==> run_1/m2.png <==
Scale: 4 px per um.
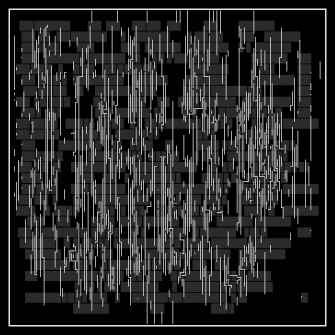
==> run_1/congestion_map.png <==
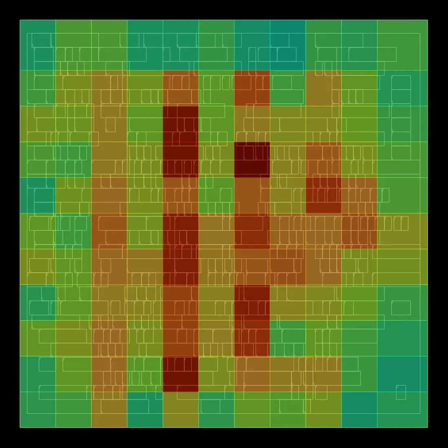
==> run_1/sizing.png <==
Scale: 6 px per um.
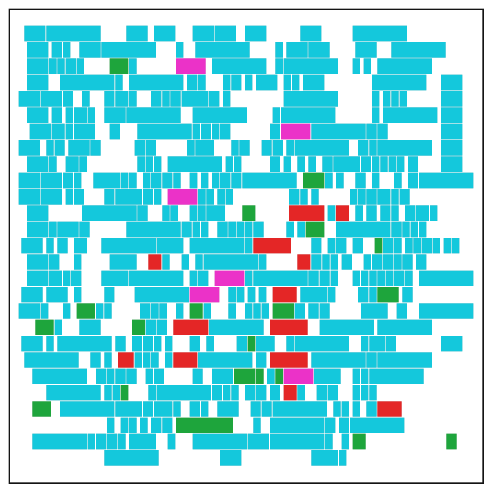
==> run_1/gates.png <==
Scale: 6 px per um.
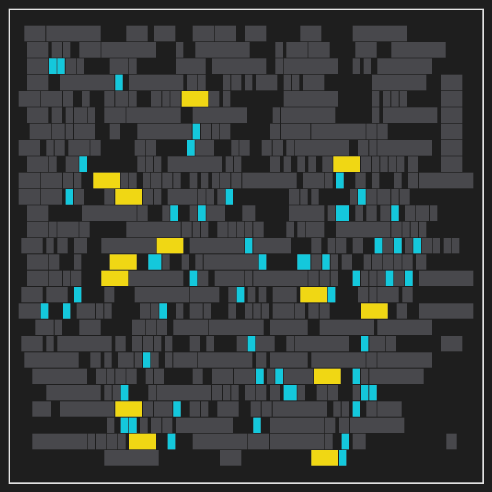
`src/rtl/hub75_bcm_scan.sv`:
```
// HUB75 scan engine with binary-coded modulation. The next bit plane is shifted
// while the current one is displayed, and all panel timing runs off a tick prescaler.
module hub75_bcm_scan #(
  parameter int COLS    = 64,
  parameter int ROWS    = 32,
  parameter int BPC     = 4,
  parameter int CLK_DIV = 27,
  parameter int BASE_ON = 8,
  localparam int CW = $clog2(COLS),
  localparam int RW = $clog2(ROWS),
  localparam int AW = CW + RW
) (
  input  logic            clk,
  input  logic            rst_n,
  input  logic            enable,
  output logic [AW-1:0]   fb_addr,
  input  logic [6*BPC-1:0] fb_data,
  output logic            H75_R1,
  output logic            H75_G1,
  output logic            H75_B1,
  output logic            H75_R2,
  output logic            H75_G2,
  output logic            H75_B2,
  output logic            H75_Clk,
  output logic            H75_Lat,
  output logic            H75_OE,
  output logic            H75_A,
  output logic            H75_B,
  output logic            H75_C,
  output logic            H75_D,
  output logic            H75_E,
  output logic            frame_done
);

  localparam int TW = $clog2(BASE_ON << (BPC-1)) + 1;
  localparam int SW = $clog2(2*COLS+1);
  localparam int DW = $clog2(CLK_DIV);
  localparam int PW = (BPC > 1) ? $clog2(BPC) : 1;

  typedef enum logic [2:0] {
    S_IDLE, S_SHIFT, S_WAIT, S_BLANK, S_LATCH, S_UNLATCH, S_UNBLANK
  } state_t;

  state_t            r_state, w_state_nxt;
  logic [DW-1:0]     r_div;
  logic [SW-1:0]     r_step, w_step_n;
  logic [RW-1:0]     r_row, w_row_n, w_row_adv;
  logic [PW-1:0]     r_plane, w_plane_n, w_plane_adv;
  logic [TW-1:0]     r_timer, w_timer_n;
  logic              r_oe, w_oe_n;
  logic              r_lat, w_lat_n;
  logic              r_clk, w_clk_n;
  logic [5:0]        r_rgb, w_rgb_n;
  logic [AW-1:0]     r_fb_addr, w_addr_n;
  logic [RW-1:0]     r_row_addr, w_row_addr_n;
  logic              r_done, w_done_n;

  logic              w_tick;
  logic [5:0][BPC-1:0] w_field;
  logic [5:0]        w_bits;
  logic [CW-1:0]     w_col;
  logic              w_last_step, w_plane_last, w_wrap;
  logic [4:0]        w_rowpad;

  assign w_tick       = (r_div == DW'(CLK_DIV-1));
  assign w_field      = fb_data;
  assign w_col        = r_step[CW:1];
  assign w_last_step  = (r_step == SW'(2*COLS));
  assign w_plane_last = (r_plane == PW'(BPC-1));
  assign w_wrap       = w_plane_last && (r_row == RW'(ROWS-1));
  assign w_row_adv    = w_plane_last ? r_row + RW'(1) : r_row;
  assign w_plane_adv  = w_plane_last ? '0 : r_plane + PW'(1);

  for (genvar k = 0; k < 6; k++) begin : g_bit
    assign w_bits[k] = w_field[k][r_plane];
  end

  always_ff @(posedge clk or negedge rst_n) begin
    if (!rst_n) r_state <= S_IDLE;
    else if (w_tick) r_state <= w_state_nxt;
  end

  always_comb begin
    w_state_nxt = r_state;
    case (r_state)
      S_IDLE:    w_state_nxt = enable ? S_SHIFT : S_IDLE;
      S_SHIFT:   w_state_nxt = w_last_step ? S_WAIT : S_SHIFT;
      // Leave on the tick the display timer expires so no idle tick is spent here.
      S_WAIT:    w_state_nxt = (r_timer <= TW'(1)) ? S_BLANK : S_WAIT;
      S_BLANK:   w_state_nxt = S_LATCH;
      S_LATCH:   w_state_nxt = S_UNLATCH;
      S_UNLATCH: w_state_nxt = S_UNBLANK;
      S_UNBLANK: w_state_nxt = (w_wrap && !enable) ? S_IDLE : S_SHIFT;
      default:   w_state_nxt = S_IDLE;
    endcase
  end

  always_comb begin
    w_oe_n       = r_oe;
    w_lat_n      = r_lat;
    w_clk_n      = r_clk;
    w_rgb_n      = r_rgb;
    w_addr_n     = r_fb_addr;
    w_row_addr_n = r_row_addr;
    w_step_n     = r_step;
    w_row_n      = r_row;
    w_plane_n    = r_plane;
    w_timer_n    = r_timer;
    w_done_n     = 1'b0;
    if (r_timer != '0) begin
      w_timer_n = r_timer - TW'(1);
      if (r_timer == TW'(1)) w_oe_n = 1'b1;
    end
    case (r_state)
      S_IDLE: if (enable) begin
        w_addr_n = {r_row, CW'(0)};
        w_step_n = '0;
      end
      S_SHIFT: begin
        if (!r_step[0]) begin
          w_clk_n = 1'b0;
          if (!w_last_step) begin
            w_rgb_n  = w_bits;
            w_addr_n = {r_row, w_col + CW'(1)};
          end
        end else begin
          w_clk_n = 1'b1;
        end
        w_step_n = w_last_step ? '0 : r_step + SW'(1);
      end
      S_BLANK:   w_oe_n = 1'b1;
      S_LATCH: begin
        w_lat_n      = 1'b1;
        w_row_addr_n = r_row;
        w_done_n     = w_wrap;
      end
      S_UNLATCH: w_lat_n = 1'b0;
      S_UNBLANK: begin
        w_oe_n    = 1'b0;
        w_timer_n = TW'(BASE_ON) << r_plane;
        w_row_n   = w_row_adv;
        w_plane_n = w_plane_adv;
        w_step_n  = '0;
        if (w_state_nxt == S_SHIFT) w_addr_n = {w_row_adv, CW'(0)};
      end
      default: ;
    endcase
  end

  always_ff @(posedge clk or negedge rst_n) begin
    if (!rst_n) begin
      r_div      <= '0;
      r_step     <= '0;
      r_row      <= '0;
      r_plane    <= '0;
      r_timer    <= '0;
      r_oe       <= 1'b1;
      r_lat      <= 1'b0;
      r_clk      <= 1'b0;
      r_rgb      <= '0;
      r_fb_addr  <= '0;
      r_row_addr <= '0;
      r_done     <= 1'b0;
    end else begin
      r_div  <= w_tick ? '0 : r_div + DW'(1);
      r_done <= w_tick & w_done_n;
      if (w_tick) begin
        r_step     <= w_step_n;
        r_row      <= w_row_n;
        r_plane    <= w_plane_n;
        r_timer    <= w_timer_n;
        r_oe       <= w_oe_n;
        r_lat      <= w_lat_n;
        r_clk      <= w_clk_n;
        r_rgb      <= w_rgb_n;
        r_fb_addr  <= w_addr_n;
        r_row_addr <= w_row_addr_n;
      end
    end
  end

  assign w_rowpad   = 5'(r_row_addr);
  assign fb_addr    = r_fb_addr;
  assign H75_R1     = r_rgb[0];
  assign H75_G1     = r_rgb[1];
  assign H75_B1     = r_rgb[2];
  assign H75_R2     = r_rgb[3];
  assign H75_G2     = r_rgb[4];
  assign H75_B2     = r_rgb[5];
  assign H75_Clk    = r_clk;
  assign H75_Lat    = r_lat;
  assign H75_OE     = r_oe;
  assign H75_A      = w_rowpad[0];
  assign H75_B      = w_rowpad[1];
  assign H75_C      = w_rowpad[2];
  assign H75_D      = w_rowpad[3];
  assign H75_E      = w_rowpad[4];
  assign frame_done = r_done;

endmodule
```
`config.mk`:
```
export PLATFORM = sky130hd
export DESIGN_NAME = hub75_bcm_scan
export DESIGN_NICKNAME = d
export VERILOG_FILES = /design/src/rtl/hub75_bcm_scan.sv
export SDC_FILE = /design/constraint.sdc
export NUM_CORES = 1
export LEC_CHECK = 0
export ABC_AREA = 1
export CORE_MARGIN = 1
export CORE_UTILIZATION = 55
export CTS_CLUSTER_DIAMETER = 50
export DETAILED_ROUTE_END_ITERATION = 10
export PLACE_DENSITY = 0.82
export SLEW_MARGIN = 10
export SYNTH_ARGS = -nofsm -noshare
export SYNTH_HDL_FRONTEND = slang
export SYNTH_SLANG_ARGS = --single-unit
```
`constraint.sdc`:
```
create_clock -name clk -period 3.2 [get_ports clk]
set_input_delay 0.32 -clock clk [delete_from_list [all_inputs] [get_ports clk]]
set_output_delay 0.32 -clock clk [all_outputs]
set_load 0.01 [all_outputs]
```
==> results.py, run 1 <==
# Physical implementation metrics
metrics = {
    "status": {
        "outcome": "finished clean",
    },
    "yosys": {
        "yosysSeqAreaShare_pct": 43.3,
        "post_synth_and_or_nand_nor_area_fraction_pct": 26.5,
        "mappedNetlistArea_sq_um": 3240,
        "yosys-mux-area-fraction_pct": 0,
        "synth_stat.cells": 412,
        "xor_share_pct": 0.811,
        "ys_chip_area_sq_um": 3240,
        "syn_area_per_cell_sq_um": 7.86,
        "yosys.area.top_type": "sky130_fd_sc_hd__dfrtp_1",
        "postSynthRegisterBits": 56,
        "post_synth_area_hogs": "sky130_fd_sc_hd__dfrtp_1 (43%), sky130_fd_sc_hd__nand2_1 (11%), sky130_fd_sc_hd__o21ai_0 (7.6%), sky130_fd_sc_hd__nor2_1 (5.4%), sky130_fd_sc_hd__ha_1 (5.0%)",
        "mappedNetlistNets": 452,
        "synthCells": 412,
    },
    "routing": {
        "dr.first_iter.drc_count": 127,
        "route.met2.wl_um": 3300,
        "wl_met1_um": 2790,
        "postRouteAntennaNets": 0,
        "drt-vias-per-instance": 5.28,
        "drt_pre_antenna_iters": 4,
    },
    "finish": {
        "largest_register_ffs": 11,
        "area_growth_pct": 18.9,
        "filler_cell_count": 462,
        "layout_buffer_count_excluding_clock_buffers": 53,
        "non_clock_inverter_count": 50,
        "seq_share_pct": 36.4,
        "buffer_area_share_pct": 13.6,
        "logic_gate_count": 294,
        "final_layout_top_logic_cells": "sky130_fd_sc_hd__nand2_1 (91), sky130_fd_sc_hd__dfrtp_1 (55), sky130_fd_sc_hd__clkdlybuf4s50_1 (51)",
        "register_area_sq_um": 1400,
        "final-clk-cell-share_pct": 2.34,
        "n_antenna_cell": 0,
    },
    "cts": {
        "clock_pin_slew_of_the_registers_on_the_worst_case_setup_and_hold_paths_ns": 0.10,
        "postCtsSetupBuffers": 0,
        "holdBufCountCts": 0,
        "cts-buffers-inserted": 5,
        "cts_max_path_buffers": 2,
        "tritoncts": "built",
        "h-tree-depth": 2,
        "clk_latency_late_pin_ns": 0.31,
    },
    "place": {
        "hpwlAfterDp_um": 4990,
        "place_ws_ns": 1.17,
        "placed_cells_incl_taps": 525,
        "post_place_cell_area_sq_um": 3760,
        "finalWeightedCongestion": 0.864,
    },
    "setup_path": {
        "cp.arrival_ns": 2.29,
        "crit_type": "flop to flop",
        "cp_data_required_time_ns": 3.45,
        "worst_setup_path_endpoint": "fb_addr[10]$_DFFE_PN0P_",
        "crit-reg2reg-capture": "fb_addr[10]$_DFFE_PN0P_",
        "critPathLaunchType": "flop",
        "worst_r2r_startpoint": "r_plane[0]$_DFFE_PN0P_",
        "worst_path_most_repeated_cell": "sky130_fd_sc_hd__nand2_1",
        "critical_path_peak_fanout": 16,
        "endpoint_kind": "flop",
        "rr_worst_depth": 9,
        "critical_path.cell_chain": "ha_1 -> nand2_1 -> nor2_1 -> nor2_1 -> nor2_2 -> nand3_4 -> nand3_2 -> nand2_1 -> nand2_1",
    },
    "timing": {
        "worst_slack_ns": 1.15,
        "timing.max_slew.rel_slack_pct": 38.4,
        "post_layout_period_usage_pct": 63.9,
        "final.setup.tns_ns": 0,
        "timing.hold.ws_ns": 0.145,
        "skew_ns": 0.00641,
        "timing.fmax_ghz": 0.489,
        "period_minus_slack_ns": 2.05,
        "max_slew.worst_pin.slew_ns": 0.924,
    },
    "job": {
        "max-cap-violations": 0,
        "openroad.warnings": 32,
    },
    "global_routing": {
        "grt_pass1_wl_um": 11500,
        "global_route.peak_usage_layer": "met2",
        "grt_overflow_total": 0,
    },
    "floorplan": {
        "fp.dieH_um": 78.7,
        "num_tap_cells": 72,
        "die_area_sq_um": 6200,
        "chipWidth_um": 78.7,
        "core_box_area_sq_um": 5570,
        "floorplan.core_util_pct": 58.1,
    },
    "power": {
        "power.combinational.fraction_pct": 4.5,
        "cellLeakagePower_uw": 0.00178,
        "power.sequential.fraction_pct": 61.2,
        "p_clk_share_pct": 34.3,
        "worst_ir_drop_vdd_mv": 0.208,
        "total_power_uw": 1160,
        "intPower_uw": 915,
    },
    "worst_hold_path": {
        "hold_path_class": "input pin to asynchronous set/reset pin",
    },
}
## Picture notes: m2.png
nets with wire on the layer = 405
wire length on this layer = 3,300 um
longest straight run = 33.9 um
main direction = vertical
DR vias: 2,816
met2 usage in global routing: 44.0%
Detailed Route WL: 6510 um

## Picture notes: congestion_map.png
global router's overall resource usage: 23.4%
routing usage on met1: 27.1%
post-route core utilization: 69.1%

## Picture notes: sizing.png
magenta -> x6 and larger  # cells 6, share 1.3%
green -> x2  # cells 20, share 4.3%
red -> x3 and x4  # cells 13, share 2.8%
cyan -> x1 and smaller  # cells 422, share 92%

## Picture notes: gates.png
cyan -> inv cells  # cells 50
yellow -> fa/ha/maj cells  # cells 13
final standard cell count with taps included and fillers excluded: 533
most frequently placed logic cell in the final layout: sky130_fd_sc_hd__nand2_1
combinational fraction of the cell area: 40.2%

==> run 1: worst max-delay path, delay by kind of cell (launching register included) <==
family                     cells  cell delay [ns]
and+or+nand+nor                8             0.97
DFF                            1             0.61
adders and majority gates      1             0.41
==> run 1: Yosys cell counts, drive strengths merged <==
cell type and n:
nand2 93, nand4 2, a21oi 17, nor3 5, or2 2, o31ai 1
nor2 50, dfstp 1, nand3 37, ha 13, o21ai 64, xor2 3
buf 9, a41oi 1, clkbuf 3, o22ai 6, dfrtp 55, inv 50
==> run 1: power groups by stage <==
stage	combinational (uW)	clock [uW]	sequential, uW
global route	59.4	433	707
finish	52.1	396	707
floorplan	5.99	0	721
detailed placement	53.8	0	721
global placement	53.2	0	721
CTS	53.9	403	707
--- run 2 (diff from run 1) ---
--- a/config.mk
+++ b/config.mk
@@ -7,10 +7,10 @@
 export LEC_CHECK = 0
 export ABC_AREA = 1
 export CORE_MARGIN = 1
-export CORE_UTILIZATION = 55
+export CORE_UTILIZATION = 54
 export CTS_CLUSTER_DIAMETER = 50
 export DETAILED_ROUTE_END_ITERATION = 10
-export PLACE_DENSITY = 0.82
+export PLACE_DENSITY = 0.81
 export SLEW_MARGIN = 10
 export SYNTH_ARGS = -nofsm -noshare
 export SYNTH_HDL_FRONTEND = slang
==> constraint.sdc (replaced) <==
create_clock -name clk -period 1.9 [get_ports clk]
set_input_delay 0.19 -clock clk [delete_from_list [all_inputs] [get_ports clk]]
set_output_delay 0.19 -clock clk [all_outputs]
set_load 0.01 [all_outputs]
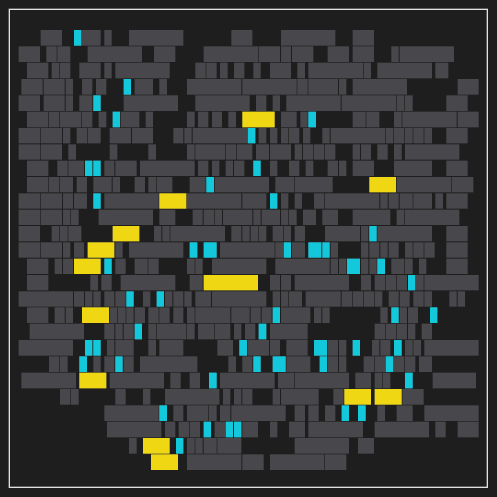
(run_2/gates.png)
Scale: 6 px per um.
yellow -> fa/ha/maj cells  # cells 13
cyan -> inv cells  # cells 50
final standard cell count with taps included and fillers excluded: 551
combinational fraction of the cell area: 40.1%

==> run 2 against run 1 <==
  * Setup slack worse by 1.1 ns
  * Global-route usage is 0.36 points higher
  * Die size is 1.8% higher
  * Combinational power is 81% higher
==> results.py, run 2 <==
# Physical implementation metrics
metrics = {
    "floorplan": {
        "fp.dieH_um": 79.4,
        "core_box_area_sq_um": 5640,
        "num_tap_cells": 72,
        "floorplan.core_util_pct": 57.4,
    },
    "place": {
        "finalWeightedCongestion": 0.890,
    },
    "yosys": {
        "synth-main-ff-cell": "sky130_fd_sc_hd__dfrtp_1",
        "edf_count": 0,
        "synthCells": 412,
        "post_synth_area_hogs": "sky130_fd_sc_hd__dfrtp_1 (43%), sky130_fd_sc_hd__nand2_1 (11%), sky130_fd_sc_hd__o21ai_0 (7.6%), sky130_fd_sc_hd__nor2_1 (5.4%), sky130_fd_sc_hd__ha_1 (5.0%)",
        "ys_chip_area_sq_um": 3240,
        "synth_stat.cells": 412,
        "synth_top_cell_by_count": "sky130_fd_sc_hd__nand2_1",
        "syn_area_per_cell_sq_um": 7.86,
        "yosys.area.top_type": "sky130_fd_sc_hd__dfrtp_1",
    },
    "routing": {
        "drt-vias-per-instance": 5.42,
        "postRouteAntennaNets": 0,
        "wl_met1_um": 3020,
    },
    "finish": {
        "largest_register_ffs": 11,
        "area_growth_pct": 25.7,
        "logic_gate_count": 296,
        "buffer_area_share_pct": 16.4,
        "filler_cell_count": 434,
        "final-clk-cell-share_pct": 1.91,
        "register_area_sq_um": 1400,
        "layout_buffer_count_excluding_clock_buffers": 70,
        "n_antenna_cell": 0,
        "final_layout_top_logic_cells": "sky130_fd_sc_hd__nand2_1 (84), sky130_fd_sc_hd__dfrtp_1 (55), sky130_fd_sc_hd__clkdlybuf4s50_1 (51)",
    },
    "global_routing": {
        "routing_usage_on_met1_pct": 27.2,
        "grt_overflow_total": 0,
        "grtUsageTotal_pct": 23.7,
        "grt_pass1_wl_um": 11800,
        "global_route.peak_usage_layer": "met2",
    },
    "cts": {
        "postCtsSetupBuffers": 0,
        "holdBufCountCts": 1,
        "cts-buffers-inserted": 5,
        "clock_pin_slew_of_the_registers_on_the_worst_case_setup_and_hold_paths_ns": 0.10,
    },
    "timing": {
        "period_minus_slack_ns": 1.81,
        "worst_slack_ns": 0.0856,
        "final.setup.tns_ns": 0,
        "timing.max_slew.rel_slack_pct": 73.3,
        "skew_ns": 0.0117,
    },
    "setup_path": {
        "rr_worst_depth": 12,
        "cp.arrival_ns": 2.07,
        "critPathLaunchType": "flop",
        "critPathBufInv": 0,
        "endpoint_kind": "flop",
        "worst_setup_path_endpoint": "fb_addr[1]$_DFFE_PN0P_",
        "cp_depth": 12,
    },
    "power": {
        "intPower_uw": 1500,
        "pwr.group.sequential_uw": 1190,
        "worst_ir_drop_vdd_mv": 0.316,
        "total_power_uw": 1920,
        "comb-power_uw": 94.2,
        "power.sequential.fraction_pct": 62.0,
        "power_clock_uw": 635,
        "p_clk_share_pct": 33.1,
    },
    "status": {
        "outcome": "finished clean",
    },
    "job": {
        "openroad.warnings": 33,
    },
}
run 2: cell counts after synthesis:
No cell type changed its count.
run 2: logic make-up (layout without fill, tap and decap cells):
logic type / after synthesis / in the layout / synth area share (%)
adders and majority gates: 13 / 13 / 5.02
xor gates and xnor gates: 3 / 3 / 0.812
AOI/OAI and AO/OA: 89 / 89 / 15.5
DFF: 56 / 56 / 43.3
buffers and inverters: 62 / 127 / 8.93
and+or+nand+nor: 189 / 191 / 26.5
run 2: per-stage QoR:
stage | hold WS [ns] | utilization, % | area, sq um
after floorplan | -0.106 | - | 3240
after global placement | 0.144 | 68.3 | 3850
after detailed placement | 0.140 | 68.3 | 3850
after CTS | 0.344 | 70.0 | 3950
after global routing | 0.362 | 72.1 | 4070
final | 0.320 | 72.1 | 4070
--- run 3 (diff from run 2) ---
--- a/config.mk
+++ b/config.mk
@@ -6,7 +6,7 @@
 export NUM_CORES = 1
 export LEC_CHECK = 0
 export ABC_AREA = 1
-export CORE_MARGIN = 1
+export CORE_MARGIN = 2
 export CORE_UTILIZATION = 54
 export CTS_CLUSTER_DIAMETER = 50
 export DETAILED_ROUTE_END_ITERATION = 10
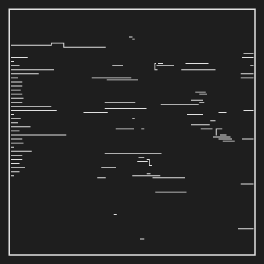
(run_3/m3.png)
Scale: 3 px per um.
main direction = horizontal
share of all routed wire = 6.0%
nets with wire on the layer = 73
wire length on this layer = 431 um
longest straight run = 18.6 um
DR vias: 3,020
GRT met3 Usage: 5.27%
Detailed Route WL: 7200 um

==> run 3 against run 2 <==
  * Utilization is 3.5 points lower
  * Largest cell class unchanged
  * Cell area is 1.3% lower
  * Sequential share of layout area grew 0.44 points
  * Worst hold slack gained 0.053 ns
  * Clock power increased by 9.4%
  * Wire length is 0.36% lower
==> results.py, run 3 <==
# Physical implementation metrics
metrics = {
    "routing": {
        "postRouteAntennaNets": 0,
        "drt-vias-per-instance": 5.48,
        "wl_met1_um": 2970,
    },
    "status": {
        "outcome": "finished clean",
    },
    "setup_path": {
        "worst_setup_path_endpoint": "fb_addr[8]$_DFFE_PN0P_",
        "cp.arrival_ns": 2.12,
        "cp_depth": 12,
        "critPathBufInv": 0,
        "critPathLaunchType": "flop",
    },
    "yosys": {
        "edf_count": 0,
        "synthCells": 412,
        "yosys-mux-area-fraction_pct": 0,
        "xor_share_pct": 0.811,
        "synth_top_cell_by_count": "sky130_fd_sc_hd__nand2_1",
        "synth.cellmix.compoundShare_pct": 15.5,
        "syn_area_per_cell_sq_um": 7.86,
        "yosys.area.top_type": "sky130_fd_sc_hd__dfrtp_1",
        "synth-main-ff-cell": "sky130_fd_sc_hd__dfrtp_1",
        "synth.logic.top_family": "simple AND/OR/NAND/NOR gates",
        "post_synth_area_hogs": "sky130_fd_sc_hd__dfrtp_1 (43%), sky130_fd_sc_hd__nand2_1 (11%), sky130_fd_sc_hd__o21ai_0 (7.6%), sky130_fd_sc_hd__nor2_1 (5.4%), sky130_fd_sc_hd__ha_1 (5.0%)",
    },
    "place": {
        "finalWeightedCongestion": 0.865,
    },
    "finish": {
        "final_layout_top_logic_cells": "sky130_fd_sc_hd__nand2_1 (90), sky130_fd_sc_hd__dfrtp_1 (55), sky130_fd_sc_hd__clkdlybuf4s50_1 (51)",
        "register_area_sq_um": 1400,
        "area_growth_pct": 24.1,
        "final_cells": 551,
        "filler_cell_count": 467,
    },
    "power": {
        "p_clk_share_pct": 35.1,
        "power.sequential.fraction_pct": 60.2,
        "total_power_uw": 1980,
    },
    "global_routing": {
        "grt_pass1_wl_um": 11900,
        "global_route.peak_usage_layer": "met2",
        "routing_usage_on_met1_pct": 27.4,
        "grt_overflow_total": 0,
    },
    "timing": {
        "timing.hold.ws_ns": 0.373,
        "worst_slack_ns": 0.0315,
        "period_minus_slack_ns": 1.87,
        "final.setup.tns_ns": 0,
    },
    "floorplan": {
        "floorplan.core_util_pct": 55.3,
        "core_box_area_sq_um": 5850,
        "fp.dieH_um": 81.4,
    },
    "job": {
        "openroad.warnings": 33,
    },
    "cts": {
        "holdBufCountCts": 1,
    },
}
==> run 3: layout make-up <==
type	instances	area share (%)
Inverter	50	4.92
Tap cell	75	2.34
Sequential cell	56	34.9
Clock buffer	6	2.06
Clock inverter	2	0.343
Timing Repair Buffer	66	16.1
Multi-Input combinational cell	296	39.3
==> run 3: power groups by stage <==
| stage | registers (uW) | logic [uW] | clock network (uW) |
|---|---|---|---|
| 2_1_floorplan | 1210 | 10.1 | 0 |
| 3_3_place_gp | 1210 | 91.6 | 0 |
| 3_5_place_dp | 1210 | 92.4 | 0 |
| 4_1_cts | 1190 | 94.0 | 703 |
| 5_1_grt | 1190 | 103 | 765 |
| 6_report | 1190 | 91.8 | 695 |
Power and IR drop assume default switching activity.
